==> images/wires.png <==
(2 px per µm)
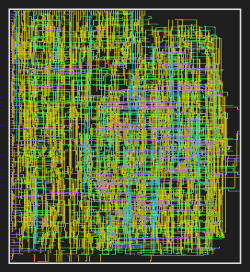
==> images/clocks.png <==
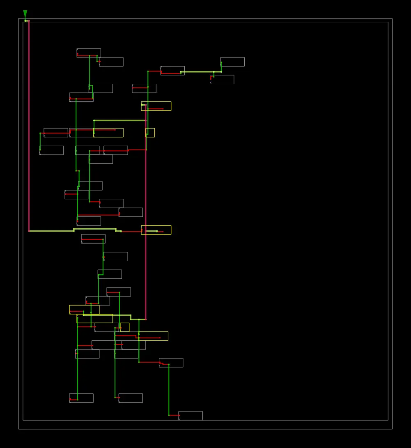
==> images/clk_routes.png <==
(4 px per µm)
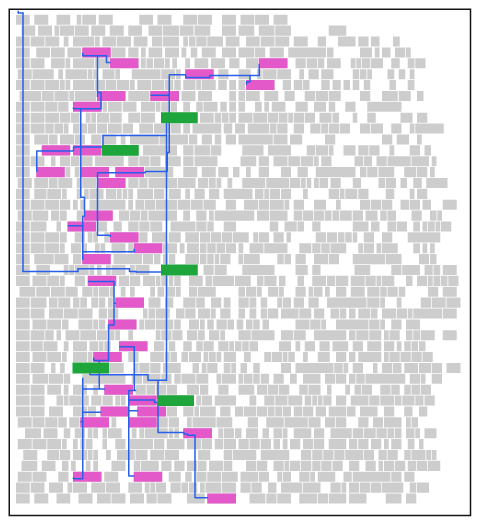
==> images/layer_met3.png <==
(4 px per µm)
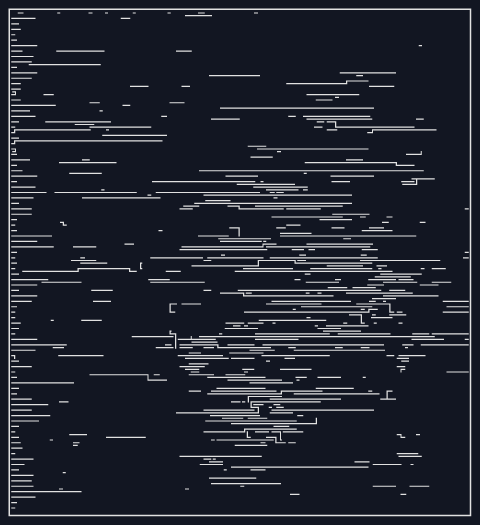
==> images/logic_types.png <==
(2 px per µm)
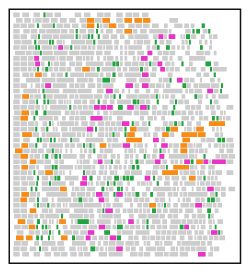
## config.mk

```make
export PLATFORM = sky130hd
export DESIGN_NAME = mux9_rr_arbiter_flat
export DESIGN_NICKNAME = d
export VERILOG_FILES = /design/src/rtl/mux9_rr_arbiter_pkg.sv /design/src/rtl/mux9_rr_arbiter_if.sv /design/src/rtl/mux9_rr_arbiter_pick.sv /design/src/rtl/mux9to1.sv /design/src/rtl/mux9_rr_arbiter.sv /design/src/flat_wrapper.sv
export SDC_FILE = /design/constraint.sdc
export NUM_CORES = 1
export LEC_CHECK = 0
export CAP_MARGIN = 20
export CORE_ASPECT_RATIO = 1.1
export CORE_UTILIZATION = 45
export CTS_CLUSTER_SIZE = 24
export DETAILED_ROUTE_END_ITERATION = 16
export HOLD_SLACK_MARGIN = 0.15
export PLACE_DENSITY = 0.8
export SYNTH_ARGS = -nofsm -noshare
export SYNTH_HDL_FRONTEND = slang
export SYNTH_SLANG_ARGS = --single-unit
```

## constraint.sdc

```tcl
create_clock -name clk -period 5.65 [get_ports clk]
set_input_delay 0.8475 -clock clk [delete_from_list [all_inputs] [get_ports clk]]
set_output_delay 0.8475 -clock clk [all_outputs]
set_load 0.01 [all_outputs]
```

## src/rtl/mux9_rr_arbiter_pkg.sv

```systemverilog
// Shared types and helpers for the 9-lane round-robin arbiter.
// Lane indices are 0..8; every increment wraps modulo nine.
package mux9_pkg;

  localparam int NUM_LANES = 9;
  localparam int SEL_W     = 4;

  typedef logic [SEL_W-1:0] lane_idx_t;

  typedef enum logic {
    IDLE,
    HOLD
  } arb_state_t;

  function automatic lane_idx_t next_idx(
    input lane_idx_t idx
  );
    if (idx >= lane_idx_t'(NUM_LANES - 1))
      return '0;
    return idx + 4'd1;
  endfunction

endpackage

```

## src/rtl/mux9_rr_arbiter_if.sv

```systemverilog
// Lane-side and consumer-side bundle of the 9-lane arbiter.
// The slave modport is the arbiter; the master modport is its environment.
interface mux9_rr_arbiter_if #(
  parameter int DATA_W = 16
);
  import mux9_pkg::*;

  logic [NUM_LANES-1:0] req;
  logic [DATA_W-1:0]    din_a;
  logic [DATA_W-1:0]    din_b;
  logic [DATA_W-1:0]    din_c;
  logic [DATA_W-1:0]    din_d;
  logic [DATA_W-1:0]    din_e;
  logic [DATA_W-1:0]    din_f;
  logic [DATA_W-1:0]    din_g;
  logic [DATA_W-1:0]    din_h;
  logic [DATA_W-1:0]    din_i;
  logic [NUM_LANES-1:0] ack;
  lane_idx_t            sel;
  logic [DATA_W-1:0]    out_data;
  logic                 out_valid;
  logic                 out_ready;
  logic                 busy;

  modport master (
    output req,
    output din_a, din_b, din_c,
    output din_d, din_e, din_f,
    output din_g, din_h, din_i,
    output out_ready,
    input  ack,
    input  sel,
    input  out_data,
    input  out_valid,
    input  busy
  );

  modport slave (
    input  req,
    input  din_a, din_b, din_c,
    input  din_d, din_e, din_f,
    input  din_g, din_h, din_i,
    input  out_ready,
    output ack,
    output sel,
    output out_data,
    output out_valid,
    output busy
  );

endinterface

```

## src/rtl/mux9_rr_arbiter_pick.sv

```systemverilog
// Circular priority pick over nine requests, starting at ptr.
// Purely combinational; any flags that some lane is requesting.
module rr_pick9
  import mux9_pkg::*;
(
  input  logic [NUM_LANES-1:0] req,
  input  lane_idx_t            ptr,
  output lane_idx_t            winner,
  output logic                 any
);

  function automatic lane_idx_t lane_at(
    input lane_idx_t base,
    input int        ofs
  );
    int s;
    s = int'(base) + ofs;
    if (s >= NUM_LANES)
      s = s - NUM_LANES;
    return lane_idx_t'(s);
  endfunction

  // Scan farthest-first so the nearest hit overwrites.
  always_comb begin
    winner = '0;
    any    = 1'b0;
    for (int k = NUM_LANES - 1; k >= 0; k--) begin
      if (req[lane_at(ptr, k)]) begin
        winner = lane_at(ptr, k);
        any    = 1'b1;
      end
    end
  end

endmodule

```

## src/rtl/mux9to1.sv

```systemverilog
// 9-to-1 word multiplexer for the lane datapath.
// Out-of-range selects yield zero.
module mux9to1 #(
  parameter int DATA_W = 16
) (
  input  logic [3:0]        sel,
  input  logic [DATA_W-1:0] a,
  input  logic [DATA_W-1:0] b,
  input  logic [DATA_W-1:0] c,
  input  logic [DATA_W-1:0] d,
  input  logic [DATA_W-1:0] e,
  input  logic [DATA_W-1:0] f,
  input  logic [DATA_W-1:0] g,
  input  logic [DATA_W-1:0] h,
  input  logic [DATA_W-1:0] i,
  output logic [DATA_W-1:0] y
);

  always_comb begin
    y = '0;
    case (sel)
      4'd0:    y = a;
      4'd1:    y = b;
      4'd2:    y = c;
      4'd3:    y = d;
      4'd4:    y = e;
      4'd5:    y = f;
      4'd6:    y = g;
      4'd7:    y = h;
      4'd8:    y = i;
      default: y = '0;
    endcase
  end

endmodule

```

## src/rtl/mux9_rr_arbiter.sv

```systemverilog
// Round-robin arbiter/sequencer for the 9-to-1 lane datapath.
// Define ARB_BURST_EN to let one lane win up to MAX_BURST times in a row.
module mux9_rr_arbiter
  import mux9_pkg::*;
#(
  parameter int DATA_W    = 16,
  parameter int MAX_BURST = 4
) (
  input  logic                clk,
  input  logic                rst,
  mux9_rr_arbiter_if.slave    bus
);

  if (MAX_BURST < 1 || MAX_BURST > 15) begin : g_bad_burst
    $error("MAX_BURST must be 1..15");
  end

  arb_state_t           state;
  arb_state_t           state_n;
  lane_idx_t            ptr;
  lane_idx_t            ptr_n;
  lane_idx_t            sel_q;
  lane_idx_t            sel_n;
  lane_idx_t            ptr_upd;
  lane_idx_t            pick_ptr;
  lane_idx_t            winner;
  logic [NUM_LANES-1:0] ack_q;
  logic [NUM_LANES-1:0] ack_n;
  logic [DATA_W-1:0]    data_q;
  logic [DATA_W-1:0]    data_n;
  logic [DATA_W-1:0]    mux_y;
  logic                 valid_q;
  logic                 valid_n;
  logic                 any;
  logic                 xfer;
  logic                 grant;

`ifdef ARB_BURST_EN
  logic [3:0]           cnt;
  logic [3:0]           cnt_n;
  logic [3:0]           cnt_base;
  logic                 stay;
`endif

  assign xfer  = (state == HOLD) && valid_q
               && bus.out_ready;
  assign grant = (state == IDLE) || xfer;

  // Pointer the arbitration uses if this cycle transfers.
  always_comb begin
`ifdef ARB_BURST_EN
    stay     = bus.req[sel_q]
             && (cnt < 4'(MAX_BURST));
    ptr_upd  = stay ? sel_q : next_idx(sel_q);
    cnt_base = (xfer && !stay) ? 4'd0 : cnt;
`else
    ptr_upd  = next_idx(sel_q);
`endif
    pick_ptr = xfer ? ptr_upd : ptr;
  end

  rr_pick9 u_pick (
    .req    (bus.req),
    .ptr    (pick_ptr),
    .winner (winner),
    .any    (any)
  );

  mux9to1 #(
    .DATA_W (DATA_W)
  ) u_mux (
    .sel (winner),
    .a   (bus.din_a),
    .b   (bus.din_b),
    .c   (bus.din_c),
    .d   (bus.din_d),
    .e   (bus.din_e),
    .f   (bus.din_f),
    .g   (bus.din_g),
    .h   (bus.din_h),
    .i   (bus.din_i),
    .y   (mux_y)
  );

  always_comb begin
    state_n = state;
    ptr_n   = ptr;
    sel_n   = sel_q;
    ack_n   = '0;
    data_n  = data_q;
    valid_n = valid_q;
`ifdef ARB_BURST_EN
    cnt_n   = cnt;
`endif
    if (grant) begin
      if (xfer)
        ptr_n = ptr_upd;
`ifdef ARB_BURST_EN
      cnt_n = cnt_base;
`endif
      if (any) begin
        state_n = HOLD;
        sel_n   = winner;
        ack_n   = {{(NUM_LANES-1){1'b0}}, 1'b1}
                  << winner;
        data_n  = mux_y;
        valid_n = 1'b1;
`ifdef ARB_BURST_EN
        cnt_n   = (winner == sel_q)
                ? cnt_base + 4'd1 : 4'd1;
`endif
      end else begin
        state_n = IDLE;
        valid_n = 1'b0;
      end
    end
  end

  always_ff @(posedge clk) begin
    if (rst) begin
      state   <= IDLE;
      ptr     <= '0;
      sel_q   <= '0;
      ack_q   <= '0;
      data_q  <= '0;
      valid_q <= 1'b0;
`ifdef ARB_BURST_EN
      cnt     <= '0;
`endif
    end else begin
      state   <= state_n;
      ptr     <= ptr_n;
      sel_q   <= sel_n;
      ack_q   <= ack_n;
      data_q  <= data_n;
      valid_q <= valid_n;
`ifdef ARB_BURST_EN
      cnt     <= cnt_n;
`endif
    end
  end

  assign bus.ack       = ack_q;
  assign bus.sel       = sel_q;
  assign bus.out_data  = data_q;
  assign bus.out_valid = valid_q;
  assign bus.busy      = valid_q;

endmodule

```

## src/flat_wrapper.sv

```systemverilog
// flat-port wrapper written by rule: the top's interface ports become plain ports
module mux9_rr_arbiter_flat import mux9_pkg::*;
#(
  parameter int DATA_W    = 16,
  parameter int MAX_BURST = 4
)
  (clk, rst, bus_req, bus_din_a, bus_din_b, bus_din_c, bus_din_d, bus_din_e, bus_din_f, bus_din_g, bus_din_h, bus_din_i, bus_out_ready, bus_ack, bus_sel, bus_out_data, bus_out_valid, bus_busy);
  mux9_rr_arbiter_if #(.DATA_W(DATA_W)) bus_i ();
  input  logic clk;
  input  logic rst;
  input wire logic [$bits(bus_i.req)-1:0] bus_req;
  input wire logic [$bits(bus_i.din_a)-1:0] bus_din_a;
  input wire logic [$bits(bus_i.din_b)-1:0] bus_din_b;
  input wire logic [$bits(bus_i.din_c)-1:0] bus_din_c;
  input wire logic [$bits(bus_i.din_d)-1:0] bus_din_d;
  input wire logic [$bits(bus_i.din_e)-1:0] bus_din_e;
  input wire logic [$bits(bus_i.din_f)-1:0] bus_din_f;
  input wire logic [$bits(bus_i.din_g)-1:0] bus_din_g;
  input wire logic [$bits(bus_i.din_h)-1:0] bus_din_h;
  input wire logic [$bits(bus_i.din_i)-1:0] bus_din_i;
  input wire logic [$bits(bus_i.out_ready)-1:0] bus_out_ready;
  output wire logic [$bits(bus_i.ack)-1:0] bus_ack;
  output wire logic [$bits(bus_i.sel)-1:0] bus_sel;
  output wire logic [$bits(bus_i.out_data)-1:0] bus_out_data;
  output wire logic [$bits(bus_i.out_valid)-1:0] bus_out_valid;
  output wire logic [$bits(bus_i.busy)-1:0] bus_busy;
  assign bus_i.req = bus_req;
  assign bus_i.din_a = bus_din_a;
  assign bus_i.din_b = bus_din_b;
  assign bus_i.din_c = bus_din_c;
  assign bus_i.din_d = bus_din_d;
  assign bus_i.din_e = bus_din_e;
  assign bus_i.din_f = bus_din_f;
  assign bus_i.din_g = bus_din_g;
  assign bus_i.din_h = bus_din_h;
  assign bus_i.din_i = bus_din_i;
  assign bus_i.out_ready = bus_out_ready;
  assign bus_ack = bus_i.ack;
  assign bus_sel = bus_i.sel;
  assign bus_out_data = bus_i.out_data;
  assign bus_out_valid = bus_i.out_valid;
  assign bus_busy = bus_i.busy;
  mux9_rr_arbiter #(.DATA_W(DATA_W), .MAX_BURST(MAX_BURST)) u_core (.clk(clk), .rst(rst), .bus(bus_i));
endmodule
```

==> changes_impl.md <==
## Implementation

* Outcome: complete, no violations
* Global placer's final weighted congestion at 1.08
* Count of tool warnings at roughly 43
* Worst reg2reg path depth at 24
* Most crowded layer after global routing: met2
* Peak supply drop at 0.494 mV
* Final hold vios at 0
* IO Pins at about 190
* Final HPWL DP at about 23000 µm
* Post-route cell area at roughly 10000 µm²
* CP Buf/Inv Count at 7
* Avg Cell Area, Syn at about 7 µm²
* XOR/XNOR Area Share at 0.0325
* Inverters excl. clock at 23
* Placed cell areas at around 9700 µm²
* Crit path max fanout at 9
* Inst Count DP at between 1000 and 1500
* Synth Area in Adders at 0.0416
* Ys Warns at 0
* M1 GR Usage at 0.465
* Crit path DAT at approximately 5500 ps
* CTS root buffer: clkbuf_16
* Post-place setup slack at -266 ps
* RSZ-0062 raised after global routing: false
* Worst setup margin at roughly 340 ps
* Cell area leaders: dfxtp_1 11%, nand2_1 6.8%, a21oi_1 4.4%
* Gate power share at 0.882
* Hold crit path type: flip-flop to flip-flop
* Post-CTS Setup Bufs at 0
* Crit path DRT at between 5000 and 6000 ps
* Initial antenna violation count at 1
* Final hold slack at approximately 500 ps
* Cell taking the most area after synthesis: dfxtp_1
* Sw Share at 0.486
* Combinational Gates at 766
* Storage element area at between 600 and 700 µm²
* Post-route minimum period at between 5000 and 6000 ps
* Total nets after synthesis at roughly 1100
* Clock Buffer Count at 5
* Crit Path Category: flip-flop to flip-flop
* Top Consumer: combinational cells
* Critical path's top delay family: AND-OR/OR-AND gates
* Number of flip-flops in the largest register at 16
* CP most frequent cell: buf_4
* Routed wl met3 at a little over 3000 µm
* Post-synth top cells: 115 x nand2_1, 73 x nor2_1, 56 x a21oi_1
* Max-cap violations at 0
* Power Internal at 3130 µW
* Largest net degree at the start of global routing at 28
* Top comb family, area: AND-OR/OR-AND gates
* Slew @ Worst Pin at ~880 ps
* Rows at between 40 and 50
* Overall power at 6100 µW
* Pwr dens at between 500 and 600 nW/µm²
* Logic area at around 5600 µm²
* Vias in the first global route at between 8000 and 9000
* Clock transition at path regs at around 60 ps
* Area fraction in mux cells at 0.0904
* Startpoint Class: flip-flop
* CP cell instances: inv_1 -> ha_1 -> and4b_1 -> nor2_4 -> inv_2 -> buf_4 -> ha_1 -> a221oi_4 -> buf_4 -> xnor2_4 -> nor2_4 -> a211o_1 -> a22oi_2 -> nor3_4 -> or3_4 -> a211o_1 -> buf_4 -> a32oi_2 -> buf_4 -> o21ai_2 -> buf_12 -> a21oi_1 -> o31ai_1 -> o211ai_1
* Reg-to-reg endpoint: u_core.bus.out_data[0]
* Final ANT Viol Nets at 0
* NonClk Buf Share at 0.349
* Cts hold-fix bufs at 0
* Core box area at roughly 14000 µm²
Back to the opening pictures, wires.png:
legend:
  metal 4:
    color: cyan
    wire_length: 2140 µm
  metal 2:
    color: yellow
    wire_length: 14400 µm
  metal 3:
    color: purple
    wire_length: 3080 µm
  metal 1:
    color: green
    wire_length: 10900 µm
drt wl/cell: 21.5 µm
drt total wl: 30500 µm
Vias: 9110

Back to the opening pictures, clocks.png:
CTS sink cnt: 34
clk pwr: 327 µW

Back to the opening pictures, clk_routes.png:
legend:
  clock wires:
    color: blue
    length: 614 µm
  clock drivers:
    color: green
    count: 5
  flip-flops:
    color: magenta
    count: 34
routed clock nets: 6
flops lie: a column on the left
Clock Skew: 6.99 ps
clk_lat worst skew: 290 ps

Back to the opening pictures, layer_met3.png:
main direction: horizontal
nets with wire on the layer: 287
GR Util met3: 0.0857

Back to the opening pictures, logic_types.png:
legend:
  non-inverting ao/oa cells:
    color: magenta
    cells: 51
  nand cells:
    color: green
    cells: 171
    where: spread over the die
  mux cells:
    color: orange
    cells: 48
    where: spread over the die
multi-input logic portion of the cell area: 0.538
Non-Filler Instances: 1421
Top cell excl fill/tap: buf_4

Power figures rest on the tool's default switching activity, not on a simulated workload.
